**Run 1: met1 routing**

Drawn at 2 px/um.
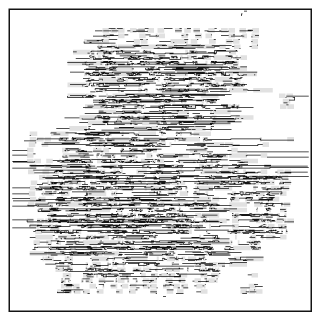
**Run 1: M2 wires**

Drawn at 3 px/um.
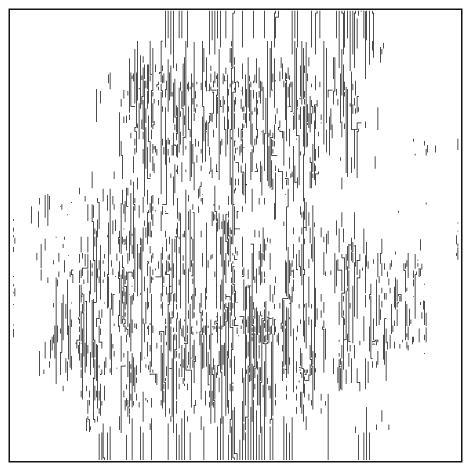
**Run 1: signal wires on met3**

Drawn at 2 px/um.
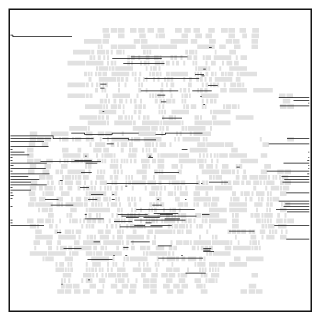
**Run 1: the metal 4 layer**

Drawn at 2 px/um.
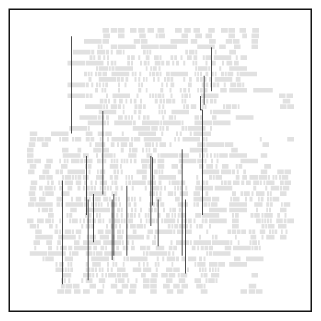
`src/rtl/snn_run_sequencer_pkg.sv`:
```
// Shared types and defaults for the SNN run sequencer (package snn_pkg).
package snn_pkg;

  localparam int unsigned CNT_W_DEF   = 32;
  localparam int unsigned TS_BITS_DEF = 8;

  typedef enum logic [1:0] {
    ST_IDLE,
    ST_CLEAR,
    ST_RUN,
    ST_DONE
  } run_state_t;

  function automatic int unsigned idx_width(input int unsigned n);
    return (n > 1) ? $clog2(n) : 1;
  endfunction

endpackage

```
`src/rtl/snn_run_sequencer_if.sv`:
```
// Run-control handshake between a host and the SNN run sequencer.
interface snn_run_sequencer_if #(
  parameter int unsigned TS_BITS = 8
);
  logic               start;
  logic               abort;
  logic [31:0]        sim_time;
  logic [TS_BITS-1:0] pattern_len;
  logic               busy;
  logic               done;
  logic [31:0]        timestep;

  modport master (
    output start, abort, sim_time, pattern_len,
    input  busy, done, timestep
  );

  modport slave (
    input  start, abort, sim_time, pattern_len,
    output busy, done, timestep
  );
endinterface

```
`src/rtl/snn_spike_counter_bank.sv`:
```
// Bank of saturating per-output spike counters with synchronous clear.
module snn_spike_counter_bank #(
  parameter int unsigned NUM_OUTPUTS = 1,
  parameter int unsigned CNT_W       = 32
) (
  input  logic                         clk,
  input  logic                         rst_n,
  input  logic                         clear,
  input  logic                         enable,
  input  logic [NUM_OUTPUTS-1:0]       spikes,
  output logic [NUM_OUTPUTS*CNT_W-1:0] counts
);

  for (genvar g = 0; g < NUM_OUTPUTS; g++) begin : g_cnt
    logic [CNT_W-1:0] cnt_q;

    always_ff @(posedge clk or negedge rst_n) begin
      if (!rst_n) begin
        cnt_q <= '0;
      end else if (clear) begin
        cnt_q <= '0;
      end else if (enable && spikes[g] && (cnt_q != '1)) begin
        cnt_q <= cnt_q + CNT_W'(1);
      end
    end

    assign counts[g*CNT_W +: CNT_W] = cnt_q;
  end

endmodule

```
`src/rtl/snn_run_sequencer.sv`:
```
// Sequences one SNN inference run: clear, N timesteps of advance, done.
// Optional winner-take-all readout when SNN_RUN_WINNER_EN is defined.
module snn_run_sequencer
  import snn_pkg::*;
#(
  parameter int unsigned NUM_INPUTS  = 4,
  parameter int unsigned NUM_OUTPUTS = 1,
  parameter int unsigned TS_BITS     = TS_BITS_DEF,
  parameter int unsigned CNT_W       = CNT_W_DEF,
  localparam int unsigned WIN_W      = idx_width(NUM_OUTPUTS)
) (
  input  logic                         S_AXI_ACLK,
  input  logic                         S_AXI_ARESETN,
  snn_run_sequencer_if.slave           ctrl,
  input  logic [NUM_INPUTS-1:0]        src_sel,
  input  logic [NUM_INPUTS-1:0]        bernoulli_spikes,
  input  logic [NUM_INPUTS-1:0]        pattern_spikes,
  input  logic [NUM_OUTPUTS-1:0]       net_spikes_out,
  output logic                         net_rst,
  output logic                         net_en,
  output logic [TS_BITS-1:0]           pattern_addr,
  output logic [NUM_INPUTS-1:0]        spike_in,
`ifdef SNN_RUN_WINNER_EN
  output logic [WIN_W-1:0]             winner,
  output logic                         winner_valid,
`endif
  output logic [NUM_OUTPUTS*CNT_W-1:0] spike_counts
);

  run_state_t         state_q, state_d;
  logic [31:0]        timestep_q;
  logic [TS_BITS-1:0] addr_q;
  logic               last_step;
  logic               addr_wrap;
  logic               advance;

  // sim_time and pattern_len are compared live so mid-run edits take effect at once
  assign last_step = ({1'b0, timestep_q} + 33'd1) >= {1'b0, ctrl.sim_time};
  assign addr_wrap = (ctrl.pattern_len != '0) &&
                     (({1'b0, addr_q} + 1'b1) >= {1'b0, ctrl.pattern_len});
  assign advance   = (state_q == ST_RUN) && !ctrl.abort && !last_step;

  always_ff @(posedge S_AXI_ACLK or negedge S_AXI_ARESETN) begin
    if (!S_AXI_ARESETN) begin
      state_q <= ST_IDLE;
    end else begin
      state_q <= state_d;
    end
  end

  always_comb begin
    state_d = state_q;
    unique case (state_q)
      ST_IDLE, ST_DONE: if (ctrl.start && !ctrl.abort) state_d = ST_CLEAR;
      ST_CLEAR: begin
        if (ctrl.abort)                state_d = ST_IDLE;
        else if (ctrl.sim_time == '0)  state_d = ST_DONE;
        else                           state_d = ST_RUN;
      end
      ST_RUN: begin
        if (ctrl.abort)      state_d = ST_IDLE;
        else if (last_step)  state_d = ST_DONE;
      end
      default: state_d = ST_IDLE;
    endcase
  end

  always_ff @(posedge S_AXI_ACLK or negedge S_AXI_ARESETN) begin
    if (!S_AXI_ARESETN) begin
      timestep_q <= '0;
      addr_q     <= '0;
    end else if (state_q == ST_CLEAR) begin
      timestep_q <= '0;
      addr_q     <= '0;
    end else if (advance) begin
      timestep_q <= timestep_q + 32'd1;
      addr_q     <= addr_wrap ? '0 : addr_q + 1'b1;
    end
  end

  snn_spike_counter_bank #(
    .NUM_OUTPUTS (NUM_OUTPUTS),
    .CNT_W       (CNT_W)
  ) u_counters (
    .clk    (S_AXI_ACLK),
    .rst_n  (S_AXI_ARESETN),
    .clear  (state_q == ST_CLEAR),
    .enable ((state_q == ST_RUN) && !ctrl.abort),
    .spikes (net_spikes_out),
    .counts (spike_counts)
  );

  assign net_rst       = !S_AXI_ARESETN || (state_q == ST_CLEAR);
  assign net_en        = (state_q == ST_RUN);
  assign ctrl.busy     = (state_q == ST_CLEAR) || (state_q == ST_RUN);
  assign ctrl.done     = (state_q == ST_DONE);
  assign ctrl.timestep = timestep_q;
  assign pattern_addr  = addr_q;
  assign spike_in      = (src_sel & bernoulli_spikes) | (~src_sel & pattern_spikes);

`ifdef SNN_RUN_WINNER_EN
  logic [WIN_W-1:0] best_idx;
  logic [CNT_W-1:0] best_cnt;

  // strict greater-than keeps the lowest index on ties
  always_comb begin
    best_idx = '0;
    best_cnt = spike_counts[0 +: CNT_W];
    for (int unsigned i = 1; i < NUM_OUTPUTS; i++) begin
      if (spike_counts[i*CNT_W +: CNT_W] > best_cnt) begin
        best_cnt = spike_counts[i*CNT_W +: CNT_W];
        best_idx = WIN_W'(i);
      end
    end
  end

  always_ff @(posedge S_AXI_ACLK or negedge S_AXI_ARESETN) begin
    if (!S_AXI_ARESETN) begin
      winner       <= '0;
      winner_valid <= 1'b0;
    end else if (state_q == ST_CLEAR) begin
      winner       <= '0;
      winner_valid <= 1'b0;
    end else if ((state_q == ST_DONE) && !winner_valid) begin
      winner       <= best_idx;
      winner_valid <= 1'b1;
    end
  end
`endif

endmodule

```
`src/flat_wrapper.sv`:
```
// flat-port wrapper written by rule: the top's interface ports become plain ports
module snn_run_sequencer_flat import snn_pkg::*;
#(
  parameter int unsigned NUM_INPUTS  = 4,
  parameter int unsigned NUM_OUTPUTS = 1,
  parameter int unsigned TS_BITS     = TS_BITS_DEF,
  parameter int unsigned CNT_W       = CNT_W_DEF,
  localparam int unsigned WIN_W      = idx_width(NUM_OUTPUTS)
)
  (S_AXI_ACLK, S_AXI_ARESETN, src_sel, bernoulli_spikes, pattern_spikes, net_spikes_out, net_rst, net_en, pattern_addr, spike_in, spike_counts, ctrl_start, ctrl_abort, ctrl_sim_time, ctrl_pattern_len, ctrl_busy, ctrl_done, ctrl_timestep);
  snn_run_sequencer_if #(.TS_BITS(TS_BITS)) ctrl_i ();
  input  logic S_AXI_ACLK;
  input  logic S_AXI_ARESETN;
  input  logic [NUM_INPUTS-1:0] src_sel;
  input  logic [NUM_INPUTS-1:0] bernoulli_spikes;
  input  logic [NUM_INPUTS-1:0] pattern_spikes;
  input  logic [NUM_OUTPUTS-1:0] net_spikes_out;
  output logic net_rst;
  output logic net_en;
  output logic [TS_BITS-1:0] pattern_addr;
  output logic [NUM_INPUTS-1:0] spike_in;
  output logic [NUM_OUTPUTS*CNT_W-1:0] spike_counts;
  input wire logic [$bits(ctrl_i.start)-1:0] ctrl_start;
  input wire logic [$bits(ctrl_i.abort)-1:0] ctrl_abort;
  input wire logic [$bits(ctrl_i.sim_time)-1:0] ctrl_sim_time;
  input wire logic [$bits(ctrl_i.pattern_len)-1:0] ctrl_pattern_len;
  output wire logic [$bits(ctrl_i.busy)-1:0] ctrl_busy;
  output wire logic [$bits(ctrl_i.done)-1:0] ctrl_done;
  output wire logic [$bits(ctrl_i.timestep)-1:0] ctrl_timestep;
  assign ctrl_i.start = ctrl_start;
  assign ctrl_i.abort = ctrl_abort;
  assign ctrl_i.sim_time = ctrl_sim_time;
  assign ctrl_i.pattern_len = ctrl_pattern_len;
  assign ctrl_busy = ctrl_i.busy;
  assign ctrl_done = ctrl_i.done;
  assign ctrl_timestep = ctrl_i.timestep;
  snn_run_sequencer #(.NUM_INPUTS(NUM_INPUTS), .NUM_OUTPUTS(NUM_OUTPUTS), .TS_BITS(TS_BITS), .CNT_W(CNT_W)) u_core (.S_AXI_ACLK(S_AXI_ACLK), .S_AXI_ARESETN(S_AXI_ARESETN), .ctrl(ctrl_i), .src_sel(src_sel), .bernoulli_spikes(bernoulli_spikes), .pattern_spikes(pattern_spikes), .net_spikes_out(net_spikes_out), .net_rst(net_rst), .net_en(net_en), .pattern_addr(pattern_addr), .spike_in(spike_in), .spike_counts(spike_counts));
endmodule
```
`config.mk`:
```
export PLATFORM = sky130hd
export DESIGN_NAME = snn_run_sequencer_flat
export DESIGN_NICKNAME = d
export VERILOG_FILES = /design/src/rtl/snn_run_sequencer_pkg.sv /design/src/rtl/snn_run_sequencer_if.sv /design/src/rtl/snn_spike_counter_bank.sv /design/src/rtl/snn_run_sequencer.sv /design/src/flat_wrapper.sv
export SDC_FILE = /design/constraint.sdc
export NUM_CORES = 1
export LEC_CHECK = 0
export ABC_AREA = 1
export CORE_MARGIN = 8
export CORE_UTILIZATION = 35
export CTS_CLUSTER_DIAMETER = 80
export CTS_CLUSTER_SIZE = 28
export DETAILED_ROUTE_END_ITERATION = 10
export GPL_TIMING_DRIVEN = 0
export PLACE_DENSITY = 0.61
export SLEW_MARGIN = 20
export SYNTH_ARGS = -nofsm -noshare
export SYNTH_HDL_FRONTEND = slang
export SYNTH_SLANG_ARGS = --single-unit
```
`constraint.sdc`:
```
create_clock -name S_AXI_ACLK -period 3.75 [get_ports S_AXI_ACLK]
set_clock_uncertainty 0.1 [all_clocks]
set_input_delay 0.75 -clock S_AXI_ACLK [delete_from_list [all_inputs] [get_ports S_AXI_ACLK]]
set_output_delay 0.75 -clock S_AXI_ACLK [all_outputs]
set_load 0.05 [all_outputs]
```
==> COMMIT_EDITMSG, run 1 <==
Log flow metrics for this revision

- The flow measured a signed area growth from synthesis to layout of 31.9%.
- Clock Latency Late Sink: between 0.3 and 0.4 ns
* Final setup violation count: 0
- Critical Path Start Type: register
* Seq. cell area: ~1900 um^2
* Global-route wire length before repair: 33.2 mm
- Net switching power: around 1.1 mW
- The run finished with clean final reports.
- The final report lists a non-filler cell total of 1267.
- Counting both buffers and inverters, the worst setup path holds a total of 4.
* Number of gates resized after CTS: 0
- Comb pwr share: 35.4%
- Yosys instantiated no cell more often than nand2_1.
- The final power report lists total power as 2.72 mW.
- The layer flagged by global routing as most heavily used is met2.
- The most critical hold endpoint after final layout shows a slack of 0.216 ns.
- The synthesized netlist contains slightly above 40 unique library cells.
* Synthesized-area fraction occupied by adder cells: 9.12%
* Cell repeated most along the worst path: inv_1
- After layout the signal buffers, clock cells excluded, come to 18.9% of cell area.
- Sequential cells make up 22.3% of the cell area.
* Dominant kind of cell: multi-input combinational cells
- The clock network is responsible for between 30% and 40% of the overall power.
- Across the whole layout, multi-input logic makes up 45.8% of the cell area.
- The global routing report lists met3 layer usage as 3.43%.
- Worst supply voltage drop on vdd: 224 uV
- In this run, post-CTS hold repair placed 0 buffers.
- As logged by OpenROAD, the buffers inserted on ports number 136.
* Post-synth top area share: 29.3%
- Area of combinational cells with multiple inputs: approximately 3800 um^2
* Finished Core Util: between 40% and 50%
* Yosys stat chip area: roughly 6300 um^2
- Total cell area at the placement stage: 7990 um^2
- Net switching is approximately 39% of the power.
- Number of warnings the tools reported: 28
- Syn Area/Cell: 7.13 um^2
- By area the synthesized netlist is led by dfrtp_1, nand2_1, ha_1.
* Number of global-route vias before repair: 6327
- Standard cell core area: 17800 um^2
- Post-Synthesis Cells: roughly 890
- Most common cell after layout, fill and taps aside: nand2_1
- The longest incremental delay of any stage on the critical path is reported as 0.71 ns.
- Netlist area before placement: ~6300 um^2
- Area of the chip: 22600 um^2
* DRC marker count from the first detailed-route iteration: 515
- Pins over their slew limit: 0
Back to the opening pictures, 'met1 routing':
nets with wire on the layer: 1035
main direction: horizontal
share of all routed wire: 46%
wire length on this layer: 9570 um
longest straight run: 49.7 um

Back to the opening pictures, 'M2 wires':
nets with wire on the layer: 902
share of all routed wire: 45%

Back to the opening pictures, 'signal wires on met3':
longest straight run: 45.5 um
main direction: horizontal
nets with wire on the layer: 111
share of all routed wire: 6.1%

Back to the opening pictures, 'the metal 4 layer':
longest straight run: 53.0 um
wire length on this layer: 597 um
main direction: vertical
nets with wire on the layer: 15

==> run 1: path summary, 6_finish.rpt <==
check | from | endpoint | slack, ns | depth (start not counted)
setup / recovery | u_core.state_q[1] | net_rst | 0.22 | 6
hold / removal | S_AXI_ARESETN | u_core.u_counters.counts[30] | 0.22 | 1
setup reg to reg | u_core.ctrl.timestep[1] | u_core.ctrl.timestep[20] | 0.27 | 21
hold reg to reg | u_core.u_counters.counts[22] | u_core.u_counters.counts[22] | 0.42 | 1
max in group asynchronous | S_AXI_ARESETN | u_core.ctrl.timestep[0] | 2.74 | 2
min in group S_AXI_ACLK | u_core.u_counters.counts[22] | u_core.u_counters.counts[22] | 0.42 | 1
--- run 2 (diff from run 1) ---
==> constraint.sdc (replaced) <==
create_clock -name S_AXI_ACLK -period 3.86 [get_ports S_AXI_ACLK]
set_clock_uncertainty 0.1 [all_clocks]
set_input_delay 0.772 -clock S_AXI_ACLK [delete_from_list [all_inputs] [get_ports S_AXI_ACLK]]
set_output_delay 0.772 -clock S_AXI_ACLK [all_outputs]
set_load 0.05 [all_outputs]
==> COMMIT_EDITMSG, run 2 <==
Log flow metrics for this revision

* Syn Area/Cell: 7.13 um^2 (unchanged)
- Global-route wire length before repair: 33.2 mm (about the same)
* Worst supply voltage drop on vdd: 218 uV (-2.8%)
* Number of global-route vias before repair: 6329 (+0.032%)
- The switching portion of total power is 39.0% (+0.067 points).
* Number of distinct library cells after synthesis: 41 (unchanged)
* Critical Path Stages: 21 (+15)
- Among logic cells in the layout, the one with the most instances is nand2_1.
- By instance count, the leading cell after synthesis is nand2_1.
- The most critical setup path has its startpoint at u_core.ctrl.timestep[0].
- Endpoint of the lowest-slack register-to-register path: u_core.ctrl.timestep[20]
- The utilization after layout was 46.5% (-0.12 points).
* Post-Synthesis Cells: 885 (unchanged)
- Post-route total power: 2.64 mW (-2.8%)
- Final setup violation count: 0 (unchanged)
* Dominant kind of cell: multi-input combinational cells
* Synth area leaders: dfrtp_1, nand2_1, ha_1
- Total cell area at the placement stage: 7990 um^2 (unchanged)
* R2R Path Start: u_core.ctrl.timestep[0]
- The relative contribution of combinational cells to total power came to 35.4% (about the same).
- The clock group share of total power is 33.2% (about the same).
- Outcome: completed
- The chip footprint was 22600 um^2 (unchanged).
- Fraction of area in registers: 22.3% (+0.042 points)
* Delay of the slowest cell on the worst path: 0.48 ns (-0.23 ns)
- The length in cells of the worst reg-to-reg path was 21 (unchanged).
* Internal reg-to-reg setup slack: 0.30 ns (+0.03 ns)
- Post-synth top area share: 29.3% (unchanged)
* Yosys stat chip area: 6310 um^2 (unchanged)
- DRC marker count from the first detailed-route iteration: 505 (-1.9%)
- Net switching power: 1.03 mW (-2.6%)
* Cell repeated most along the worst path: nand2_1
- The number of buffer and inverter instances along the worst setup path is 4 (unchanged).
-- run 2: kinds of logic (layout without fill, tap and decap cells) --
group | count (synthesis) | after routing | synth area share, %
buffers and inverters | 160 | 311 | 10.6
flip-flops | 74 | 74 | 29.3
XOR/XNOR | 45 | 45 | 6.24
AND-OR/OR-AND | 70 | 70 | 6.30
adder cells (fa/ha/maj) | 46 | 46 | 9.12
AND/OR/NAND/NOR | 486 | 486 | 37.7
multiplexers | 4 | 4 | 0.714
-- run 2: metal layers --
metal / GRT usage [%] / up-vias
li1: - / 3209
met1: 24.6 / 2934
met2: 28.7 / 196
met3: 3.43 / 46
met4: 8.35 / 0
met5: 0 / -
-- run 2: timing repair --
item                       CTS  global route
resized                      0             7
hold buffers                 0             0
setup endpoints to repair    0            43
**Run 2: the metal 4 layer**

Drawn at 2 px/um.
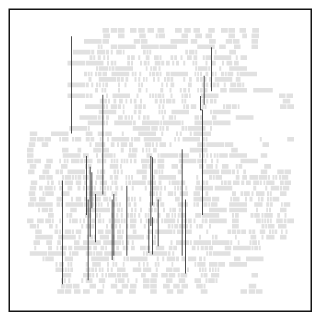
longest straight run: 53.0 um
wire length on this layer: 693 um
share of all routed wire: 3.4%

**Run 2: M2 wires**

Drawn at 3 px/um.
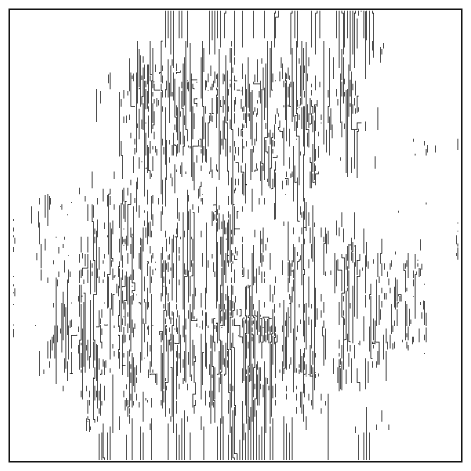
Final Routed Wirelength: 20.6 mm
via total after detailed routing: 6385
fraction of met2 tracks used by global routing: 28.7%

Power is estimated from default activity; no workload was simulated.
